Run 1, power grid:
Scale bar: 20 microns. Pins as bars on the die edge. Tap cells in grey.
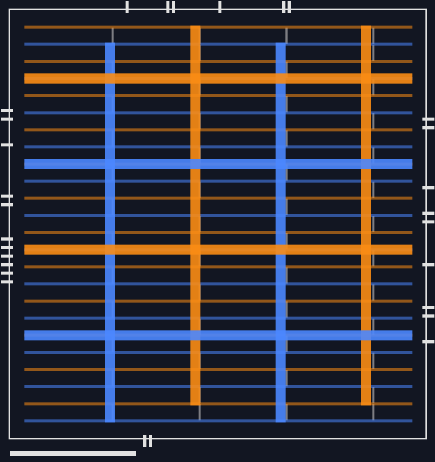
Run 1, cells coloured by class:
Scale bar: 20 microns.
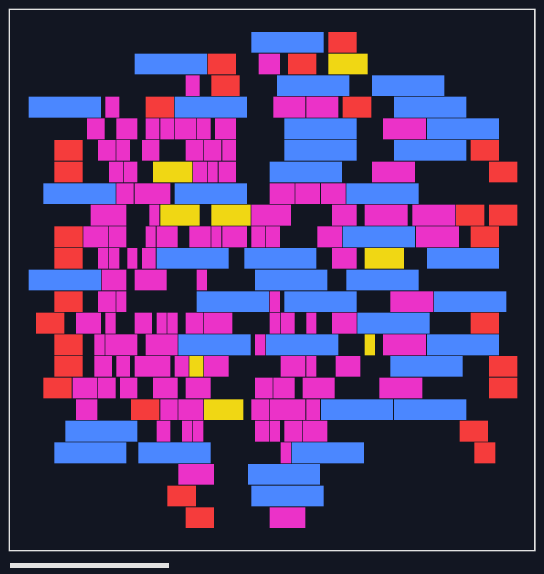
Run 1, routed clock nets over the placement:
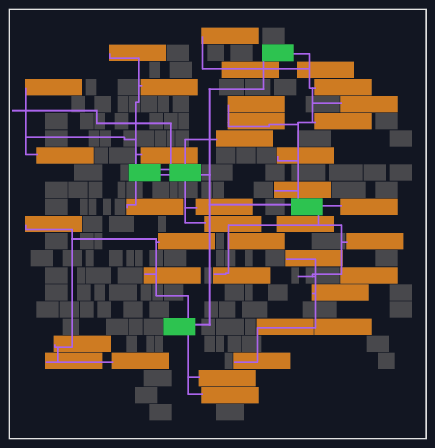
Design bcd2binary_reverse_dabble, sky130hd; sources not shown.
==> results.py, run 1 <==
# Generated from Yosys and OpenROAD reports
metrics = {
    "run_status": {
        "outcome": "complete, no violations",
    },
    "clock_tree": {
        "clock_path_buffers": 2,
        "cts.sinks": 38,
        "htreeDepth": 2,
        "cts-buffers-inserted": 5,
        "root_buffer": "clkbuf_8",
        "cts.clk_slew.worst_paths_ns": 0.07,
        "cts_tree": "done",
        "ctsHoldBuffers": 0,
    },
    "detailed_routing": {
        "drcViolationCount": 0,
        "post_drt_wl_per_cell_microns": 15.25,
        "ant_nets": 0,
        "drt-total-wl_microns": 3539,
        "viasPerCell": 5.616,
        "drtIter0Drc": 68,
        "vias": 1303,
    },
    "place": {
        "gp_congestion": 0.8101,
        "placedCellCount": 224,
        "port_buffers": 27,
        "post-place-ws_ns": 1.258,
    },
    "synth": {
        "fp_nets": 177,
        "synth.avg_cell_area_sq_um": 11.69,
        "ys_ff": 38,
        "yosys.stat.seqShare_pct": 52.49,
        "ys_chip_area_sq_um": 1812,
        "mux_share_pct": 8.494,
        "edf_count": 0,
        "synthXorXnorAreaFrac_pct": 1.934,
        "ff_type": "dfrtp_1",
        "async_flop_share_pct": 100.0,
        "yosysWarnings": 0,
        "synth_area_sq_um": 1812,
        "yosys_cells": 155,
        "synth-simple-area-share_pct": 8.287,
        "ys_sh_aoi_pct": 18.99,
        "synthAdderAreaFrac_pct": 4.144,
    },
    "final_timing": {
        "tightest_slew_ns": 0.8905,
        "setup_viol_count_final": 0,
        "slew_violations": 0,
        "slew_headroom_pct": 40.51,
        "period_needed_ns": 2.661,
        "hold_viol_final": 0,
        "final.period_utilization_pct": 67.89,
        "fin_tns_setup_ns": 0,
        "setup_ws_ns": 1.259,
    },
    "critical_path": {
        "path_class": "register to output pin",
        "rrSetupSlack_ns": 1.89,
        "cp_max_fo": 15,
        "slowest_delay_ns": 0.67,
        "cp-end-kind": "output pin",
        "slowest_stage": "clkdlybuf4s50_1",
        "startpoint_type": "register",
        "cp.arrival_ns": 1.88,
    },
    "run": {
        "cap_violations": 0,
        "warnings": 31,
    },
    "final_layout": {
        "nNetsFinal": 203,
        "instances_no_fill": 232,
        "final_common_cell": "dfrtp_1",
        "area_delta_synth_final_pct": 20.65,
        "num_antenna_cells": 0,
        "largest_reg_flops": 21,
    },
    "hold_path": {
        "hold_class": "register to register",
        "whs_path_depth": 1,
    },
    "grt": {
        "grt_max_degree": 39,
        "antenna_found_initial": 0,
        "grt_pass1_wl_microns": 5934,
        "grt_overflow": 0,
        "grt_usage_pct": 17.80,
    },
    "power": {
        "p_leak_nw": 0.9675,
        "power_density_nw_per_um2": 769.0,
    },
    "floorplanning": {
        "coreArea_sq_um": 3856,
        "dieArea_sq_um": 4488,
        "initCoreUtil_pct": 46.98,
        "io_pins": 28,
    },
}
-- 'power grid' (at the start) --
Key: VSS = blue; VDD = orange
4 straps on met5. The core has 23 rows. 4 straps on met4. 28 signal pins sit on the boundary. 50 tap cells.
Die Span X: 66 microns
peak supply drop: 326.7 uV

-- 'cells coloured by class' (at the start) --
Key: registers = blue [cells 38, share of their area 45%]; remaining logic cells = magenta [cells 108, share of their area 38%]; remaining buffers and delay cells = red [cells 28, share of their area 13%]; clock drivers and dummy loads = yellow [cells 8, share of their area 4.3%]
FP Rows: 23
Seq area share: 43.50%
final core occ: 56.68%

-- 'routed clock nets over the placement' (at the start) --
Key: clock wires = purple [length 476 microns]; clock-net drivers = green [count 5]; flip-flops = orange [count 38]
Position of the flops: widely spread.
clk_lat worst skew: 0.29 ns
final clock skew: 0.005328 ns
clock-net power: 0.276 mW

[run 1: cell type report]
cell class	instances	area (sq um)
clock buffer	7	86.33
clock inverter	1	5.005
fill	351	1670
inverter	12	45.04
multi-input combinational	96	758.2
sequential	38	950.9
tap	50	62.56
timing repair buffer	28	277.8
[run 1: cell families after synthesis]
logic type / Yosys count
xor+xnor: 4
flops: 38
simple gates: 26
buf+inv: 21
fa+ha+maj: 6
compound gates: 49
mux: 11
[run 1: through the flow]
stage / utilization (%) / hold slack, ns / instance area, sq um / power, mW
2_1_floorplan: - / 0.4606 / 1812 / 1.199
3_3_place_gp: 54.32 / 0.4623 / 2095 / 1.378
3_5_place_dp: 54.32 / 0.4664 / 2095 / 1.419
5_1_grt: 56.68 / 0.5137 / 2186 / 1.806
4_1_cts: 56.68 / 0.4829 / 2186 / 1.697
6_report: 56.68 / 0.4794 / 2186 / 1.681
[run 1: Yosys cell counts (all sizes together), types with 2 or more instances]
cell type | n | area share (%)
o221a | 2 | 1.2
a41oi | 2 | 0.97
nor2 | 4 | 0.83
nand2 | 6 | 1.2
ha | 6 | 4.1
o22ai | 4 | 1.4
inv | 12 | 2.5
xnor2 | 3 | 1.5
dfrtp | 38 | 52
a31oi | 4 | 1.4
o21ai | 8 | 2.2
nor2b | 11 | 4.2
clkbuf | 5 | 1.0
mux2 | 11 | 8.5
a22o | 8 | 3.9
a22oi | 3 | 1.2
a32oi | 3 | 1.5
buf | 4 | 2.1
nand3 | 2 | 0.55
a21oi | 9 | 2.5
[run 1: worst max-delay path, delay by kind of cell (launching register included)]
| kind | cells | cell delay, ns |
|---|---|---|
| flip-flops | 1 | 0.58 |
| AND/OR/NAND/NOR | 1 | 0.34 |
| buffers and inverters | 1 | 0.67 |
[run 1: where the power goes]
part | switching (mW) | internal, mW | leakage (nW)
sequential | 0.168 | 0.556 | 0.478
clock | 0.134 | 0.142 | 0.0482
combinational | 0.313 | 0.369 | 0.441
total | 0.614 | 1.07 | 0.968
[run 1: routing by layer]
metal  up-vias  share of wire, %  GRT usage [%]
met5         -                 0              0
li1        610                 -              -
met3         6               6.5          4.770
met4         0               1.4          6.122
met2        49                49          30.56
met1       638                43          21.85
==> run 2, diff against run 1 <==
--- a/config.mk
+++ b/config.mk
@@ -6,10 +6,10 @@
 export NUM_CORES = 1
 export LEC_CHECK = 0
 export CAP_MARGIN = 30
-export CORE_AREA = 2 2 64 66
+export CORE_AREA = 2 2 65 67
 export DETAILED_ROUTE_END_ITERATION = 12
-export DIE_AREA = 0 0 66 68
-export PLACE_DENSITY = 0.72
+export DIE_AREA = 0 0 67 69
+export PLACE_DENSITY = 0.73
 export SYNTH_ARGS = -nofsm -noshare
 export SYNTH_HDL_FRONTEND = slang
 export SYNTH_SLANG_ARGS = --single-unit
==> constraint.sdc (replaced) <==
create_clock -name clk -period 2.35 [get_ports clk]
set_input_delay 0.47 -clock clk [delete_from_list [all_inputs] [get_ports clk]]
set_output_delay 0.47 -clock clk [all_outputs]
set_load 0.02 [all_outputs]
Run 2, cells coloured by class:
Scale bar: 20 microns.
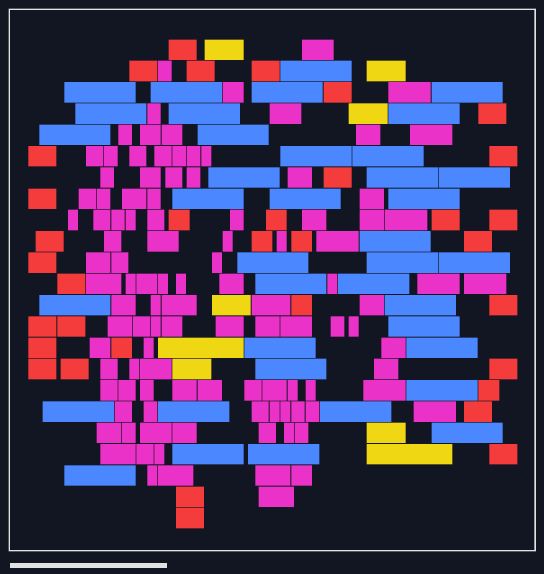
Key: registers = blue [cells 38, share of their area 43%]; remaining buffers and delay cells = red [cells 34, share of their area 15%]; clock drivers and dummy loads = yellow [cells 8, share of their area 6.4%]; remaining logic cells = magenta [cells 108, share of their area 36%]
final core occ: 58.31%
final instance area: 2282 sq um
core footprint: 3914 sq um

==> results.py, run 2 <==
# Generated from Yosys and OpenROAD reports
metrics = {
    "detailed_routing": {
        "highest_layer": "met4",
        "post_drt_wl_per_cell_microns": 14.94,
        "ant_nets": 0,
        "viasPerCell": 5.479,
        "vias": 1304,
        "met3_length_microns": 171,
        "drtIter0Drc": 107,
        "drt-total-wl_microns": 3555,
        "drcViolationCount": 0,
        "met2_wirelength_microns": 1711,
        "wl_met1_microns": 1598,
    },
    "clock_tree": {
        "clock_path_buffers": 2,
        "root_buffer": "clkbuf_8",
        "cts_tree": "done",
        "cts-buffers-inserted": 5,
        "htreeDepth": 2,
        "cts.sinks": 38,
        "cts.clk_slew.worst_paths_ns": 0.08,
        "clock.latency.late_pin_ns": 0.30,
        "ctsHoldBuffers": 0,
    },
    "final_timing": {
        "hold_viol_final": 0,
        "period_needed_ns": 2.099,
        "finClkSkew_ns": 0.005278,
        "final.period_utilization_pct": 89.32,
        "fin_tns_setup_ns": 0,
        "slew_violations": 0,
        "slew_headroom_pct": 69.36,
        "setup_viol_count_final": 0,
        "tightest_slew_ns": 0.4596,
    },
    "floorplanning": {
        "io_pins": 28,
        "die_w_microns": 67,
        "num_rows": 23,
        "initCoreUtil_pct": 46.29,
        "dieArea_sq_um": 4623,
    },
    "hold_path": {
        "hold_class": "register to register",
        "whs_path_depth": 1,
    },
    "synth": {
        "async_flop_share_pct": 100.0,
        "yosysTopAreaCellShare_pct": 52.49,
        "fp_nets": 177,
        "yosys-top-cells-area": "dfrtp_1 (52%), mux2_4 (6.6%), ha_1 (4.1%)",
        "ys_chip_area_sq_um": 1812,
        "synth_top_cell_by_area": "dfrtp_1",
        "edf_count": 0,
        "synthDistinctLibCells": 33,
        "ff_type": "dfrtp_1",
        "yosysWarnings": 0,
        "synth.avg_cell_area_sq_um": 11.69,
        "synth_area_sq_um": 1812,
        "ys_ff": 38,
        "yosys_cells": 155,
        "ys_top_cells_by_count": "dfrtp_1 (38), inv_1 (12), nor2b_1 (10)",
        "yosysMostFrequentCell": "dfrtp_1",
    },
    "run": {
        "warnings": 31,
        "cap_violations": 0,
    },
    "final_layout": {
        "num_antenna_cells": 0,
        "nNetsFinal": 209,
        "largest_reg_flops": 21,
        "final_common_cell": "dfrtp_1",
        "area_delta_synth_final_pct": 25.97,
    },
    "critical_path": {
        "cp_max_fo": 4,
        "rrSetupSlack_ns": 0.76,
        "startpoint_type": "register",
        "path_class": "register to output pin",
        "cp.arrival_ns": 1.63,
        "cp-end-kind": "output pin",
        "slowest_stage": "clkdlybuf4s50_1",
        "worstPathRequired_ns": 1.88,
    },
    "grt": {
        "grt_overflow": 0,
        "grt_pass1_vias": 1245,
        "grt_pass1_wl_microns": 5968,
        "grt_usage_pct": 17.51,
        "grt_max_degree": 39,
        "antenna_found_initial": 0,
    },
    "power": {
        "power_density_nw_per_um2": 1347,
        "p_total_mw": 3.074,
        "p_leak_nw": 1.020,
        "vdd_drop_max_uv": 517.7,
    },
    "place": {
        "gp_congestion": 0.8355,
        "port_buffers": 27,
    },
    "run_status": {
        "outcome": "complete, no violations",
    },
}
Run 2, cell placement:
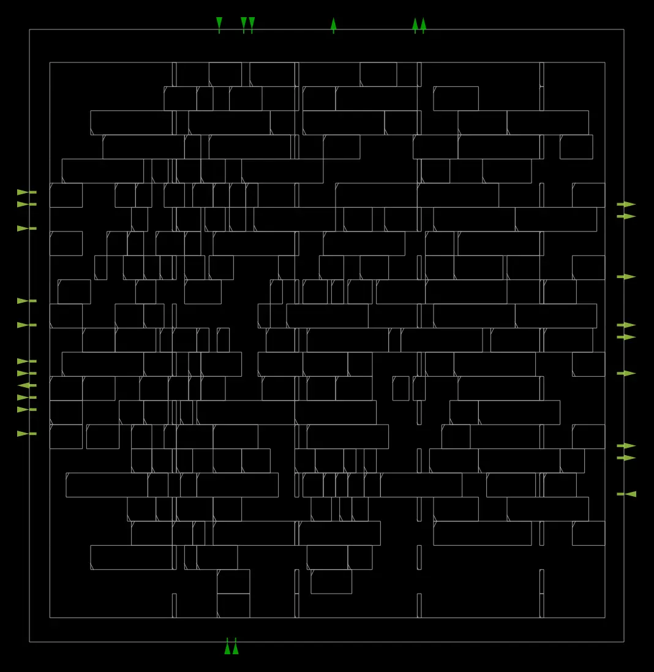
FILL cells: 339
flip-flops: 38

-- run 2: cell count changes in the layout (fill, tap and decap cells not counted) --
cell / change
clkinv_2: -1
buf_4: +6
bufinv_16: +2
clkbuf_1: -1
-- run 2: per-stage QoR --
stage	cells	hold slack [ns]	cell area [sq um]	setup WS (ns)	util [%]
6_report	238	0.4858	2282	0.2511	58.31
5_1_grt	238	0.5107	2282	0.1796	58.31
4_1_cts	238	0.4899	2282	0.2446	58.31
3_5_place_dp	230	0.4722	2140	0.4091	54.67
3_3_place_gp	230	0.4667	2140	0.4589	54.67
2_1_floorplan	155	0.1744	1812	0.8743	-
-- run 2: worst max-delay path: cells and delay by family (launching register included) --
kind                   cells  cell delay, ns
flip-flops                 1            0.38
AND/OR/NAND/NOR            1            0.28
buffers and inverters      1            0.67
-- run 2: metal layers --
metal | up-vias | GRT usage, %
li1 | 621 | -
met4 | 0 | 8.617
met2 | 40 | 25.08
met5 | - | 0
met3 | 7 | 5.383
met1 | 636 | 23.75
-- run 2: report_power, final --
part / switching, mW / internal [mW]
Clock: 0.233 / 0.453
Combinational: 0.577 / 0.651
Sequential: 0.234 / 0.928
-- run 2: kinds of logic (layout without fill, tap and decap cells) --
family	count (synthesis)	in the layout	synth area share, %
and+or+nand+nor	26	26	8.287
buffers and inverters	21	54	5.663
muxes	11	11	8.495
adders and majority gates	6	6	4.144
AOI/OAI and AO/OA	49	49	18.99
xor gates and xnor gates	4	4	1.934
DFF	38	38	52.49
-- run 2: final cells by class --
cell class / instances / area, sq um
repair buffers: 34 / 322.8
inverters: 12 / 45.04
fillers: 339 / 1632
clock inverters: 2 / 60.06
clock buffers: 6 / 82.58
multi-input cells: 96 / 758.2
well taps: 50 / 62.56
flip-flops and latches: 38 / 950.9
No activity file was given, so power comes from the tool's default toggle rates.
